==> src/rtl/toggle_handshake_rx.sv <==
// toggle_handshake_rx
// Two-phase (toggle) handshake receiver. Every level change on req_tgl is one
// transfer event; its payload is captured into a first-word-fall-through FIFO
// and acknowledged by returning ack_tgl at the accepted request level. The
// FIFO head is offered downstream as a valid/ready stream.
//
// Handshake: the downstream consumer takes the head word on any rising edge
// where out_valid and out_ready are both high; out_valid never depends on
// out_ready. Upstream, the producer may toggle req_tgl only when
// ack_tgl == req_tgl, and must hold req_data stable while they differ.
//
// Optional feature: define TOGGLE_RX_SYNC_2FF_EN to pass req_tgl through a
// two-flop synchronizer (two extra cycles of latency, allows an asynchronous
// producer). Without it the producer must be synchronous to clk.

module toggle_handshake_rx #(
   parameter int WIDTH = 8,
   parameter int DEPTH = 4
) (
   input  logic             clk,
   input  logic             reset,
   input  logic             req_tgl,
   input  logic [WIDTH-1:0] req_data,
   output logic             ack_tgl,
   output logic             out_valid,
   output logic [WIDTH-1:0] out_data,
   input  logic             out_ready,
   output logic [15:0]      event_count,
   output logic             stalled
);

   localparam int AW = $clog2(DEPTH);
   localparam logic [AW:0] DEPTH_C = (AW+1)'(DEPTH);

   // IDLE: request level already accepted. PENDING: a new level awaits room.
   typedef enum logic {
      ST_IDLE    = 1'b0,
      ST_PENDING = 1'b1
   } state_e;

   state_e state;
   logic   req_s;

`ifdef TOGGLE_RX_SYNC_2FF_EN
   logic sync1_q;
   logic sync2_q;

   // Two-flop synchronizer on the request level
   always_ff @(posedge clk) begin
      if (reset) begin
         sync1_q <= 1'b0;
         sync2_q <= 1'b0;
      end else begin
         sync1_q <= req_tgl;
         sync2_q <= sync1_q;
      end
   end

   assign req_s = sync2_q;
`else
   assign req_s = req_tgl;
`endif

   logic             req_seen_q, req_seen_d;
   logic [AW-1:0]    wr_ptr_q, wr_ptr_d;
   logic [AW-1:0]    rd_ptr_q, rd_ptr_d;
   logic [AW:0]      count_q, count_d;
   logic [15:0]      event_count_q, event_count_d;
   logic [WIDTH-1:0] mem_q [DEPTH];
   logic             push;
   logic             pop;
   logic             room;
   logic             stalled_d;

   // Event detection, acceptance decision and FIFO bookkeeping
   always_comb begin
      req_seen_d    = req_seen_q;
      wr_ptr_d      = wr_ptr_q;
      rd_ptr_d      = rd_ptr_q;
      count_d       = count_q;
      event_count_d = event_count_q;
      push          = 1'b0;
      stalled_d     = 1'b0;

      state = (req_s != req_seen_q) ? ST_PENDING : ST_IDLE;
      pop   = (count_q != '0) && out_ready;
      // A pop in the same cycle frees the slot, so a full FIFO still accepts.
      room  = (count_q < DEPTH_C) || pop;

      case (state)
         ST_IDLE: begin
         end
         ST_PENDING: begin
            if (room) begin
               push          = 1'b1;
               req_seen_d    = req_s;
               event_count_d = event_count_q + 16'd1;
            end else begin
               stalled_d = 1'b1;
            end
         end
         default: begin
         end
      endcase

      if (push) wr_ptr_d = wr_ptr_q + AW'(1);
      if (pop)  rd_ptr_d = rd_ptr_q + AW'(1);

      case ({push, pop})
         2'b10:   count_d = count_q + (AW+1)'(1);
         2'b01:   count_d = count_q - (AW+1)'(1);
         default: count_d = count_q;
      endcase
   end

   // Control state; reset logically empties the FIFO and drops any pending event
   always_ff @(posedge clk) begin
      if (reset) begin
         req_seen_q    <= 1'b0;
         wr_ptr_q      <= '0;
         rd_ptr_q      <= '0;
         count_q       <= '0;
         event_count_q <= '0;
      end else begin
         req_seen_q    <= req_seen_d;
         wr_ptr_q      <= wr_ptr_d;
         rd_ptr_q      <= rd_ptr_d;
         count_q       <= count_d;
         event_count_q <= event_count_d;
      end
   end

   // FIFO storage; contents need no reset since count gates visibility
   always_ff @(posedge clk) begin
      if (!reset && push) begin
         mem_q[wr_ptr_q] <= req_data;
      end
   end

   assign ack_tgl     = req_seen_q;
   assign out_valid   = (count_q != '0);
   assign out_data    = out_valid ? mem_q[rd_ptr_q] : '0;
   assign event_count = event_count_q;
   assign stalled     = stalled_d;

endmodule

==> config.mk <==
export PLATFORM = sky130hd
export DESIGN_NAME = toggle_handshake_rx
export DESIGN_NICKNAME = d
export VERILOG_FILES = /design/src/rtl/toggle_handshake_rx.sv
export SDC_FILE = /design/constraint.sdc
export NUM_CORES = 1
export LEC_CHECK = 0
export CORE_MARGIN = 2
export CORE_UTILIZATION = 29
export CTS_BUF_LIST = sky130_fd_sc_hd__clkbuf_2 sky130_fd_sc_hd__clkbuf_4 sky130_fd_sc_hd__clkbuf_8
export DETAILED_ROUTE_END_ITERATION = 16
export DONT_BUFFER_PORTS = 1
export RECOVER_POWER = 50
export SYNTH_ARGS = -nofsm -noshare
export SYNTH_HDL_FRONTEND = slang
export SYNTH_SLANG_ARGS = --single-unit
export TNS_END_PERCENT = 20
==> constraint.sdc <==
create_clock -name clk -period 2.3 [get_ports clk]
set_clock_uncertainty 0.05 [all_clocks]
set_input_delay 0.345 -clock clk [delete_from_list [all_inputs] [get_ports clk]]
set_output_delay 0.345 -clock clk [all_outputs]
set_load 0.05 [all_outputs]
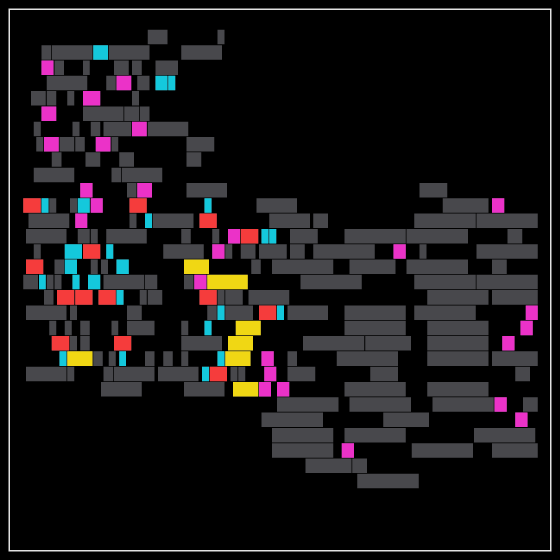
*Gate families picked out*
- red: XOR/XNOR gates (cells 14; where west)
- cyan: NOR gates (cells 24)
- magenta: AND and OR gates (cells 26)
- yellow: adder and majority cells (cells 7)
Commonest Layout Cell: edfxtp_1
Comb area share: 0.316
Layout Cells excl Fill: 332

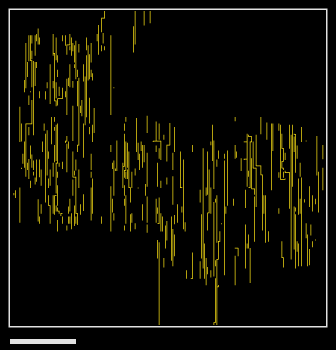
*Met2 routing*
Bar = 20 um.
- wire length on this layer: 2100 um
- nets with wire on the layer: 200
- main direction: vertical
- longest straight run: 37.7 um
- share of all routed wire: 46%
met2 Usage GRT: 0.170
Routed WL: 4570 um
total number of vias: 1545

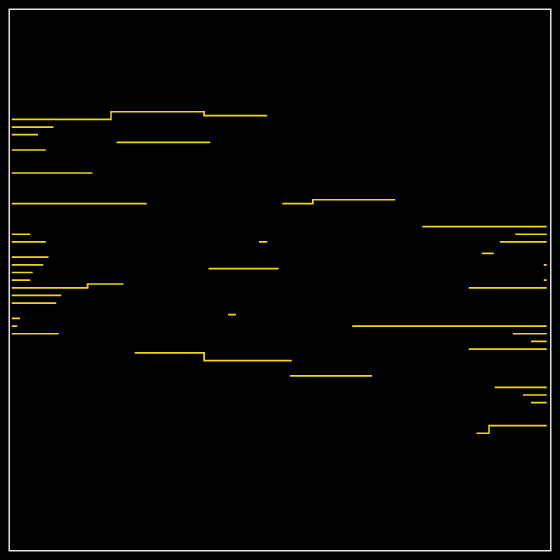
*Met3 routing*
- wire length on this layer: 406 um
- longest straight run: 34.3 um
- nets with wire on the layer: 33
- share of all routed wire: 8.9%
- main direction: horizontal
M3 GR Usage: 0.0611

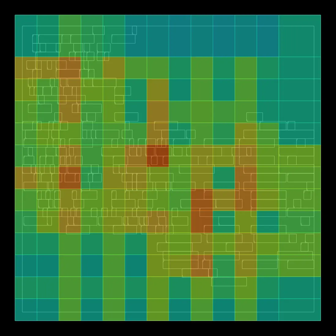
*Routing congestion map*
utilization after layout: 0.346
Routed WL per cell: 13.8 um
gr usage total: 0.110
Most Crowded Layer GR: met2
met1 usage: 0.126

==> Changelog: implementation <==
## Flow update

- Status: finished clean
- Final Cell Area: 2850 sq um
- Hold Slack: 25.1 ps
- Data buffer area share: 0.0484
- Worst reg2reg path depth: 8
- Setup_tns: 0 ps
- Global-route wire length before repair: 7420 um
- Layout filler cell count: 825
- Largest Register: mem_q
- Ys cells: 194
- Largest Pwr Group: sequential cells
- Avg Cell Area, Syn: 12.6 sq um
- Yosys warns: 0
- Critical Path Slowest Stage Cell: mux4_2
- Mapped Nets: 213
- RSZ-0062 raised after global routing: false
- WHS Endpoint: event_count[11]$_SDFFE_PP0P_
- Worst-Margin Slew: 784 ps
- CTS max path bufs: 2
- CP most frequent cell: buf_4
- Peak VDD IR: 0.000492 V
Yosys cell counts (all sizes together):
cell     n  area share
nor4     3      0.0077
xnor2    7       0.025
edfxtp  32        0.39
and4     1      0.0036
o31ai    6       0.018
mux2     1      0.0046
ha       6       0.031
nand2b   1      0.0026
nor2    17       0.026
nand3    8       0.016
or3      5       0.013
nor4b    1      0.0036
mux4     8       0.074
or4      6       0.018
o21ai    2      0.0041
nor2b    2      0.0051
and2    13       0.033
or2      1      0.0026
buf      2      0.0066
fa       1      0.0082
xor2     7       0.025
inv      7       0.011
clkbuf   7       0.011
nand4    2      0.0051
a21oi   12       0.025
nor3b    1      0.0031
dfxtp   26        0.21
nand2    9       0.014
Power is estimated from default activity; no workload was simulated.
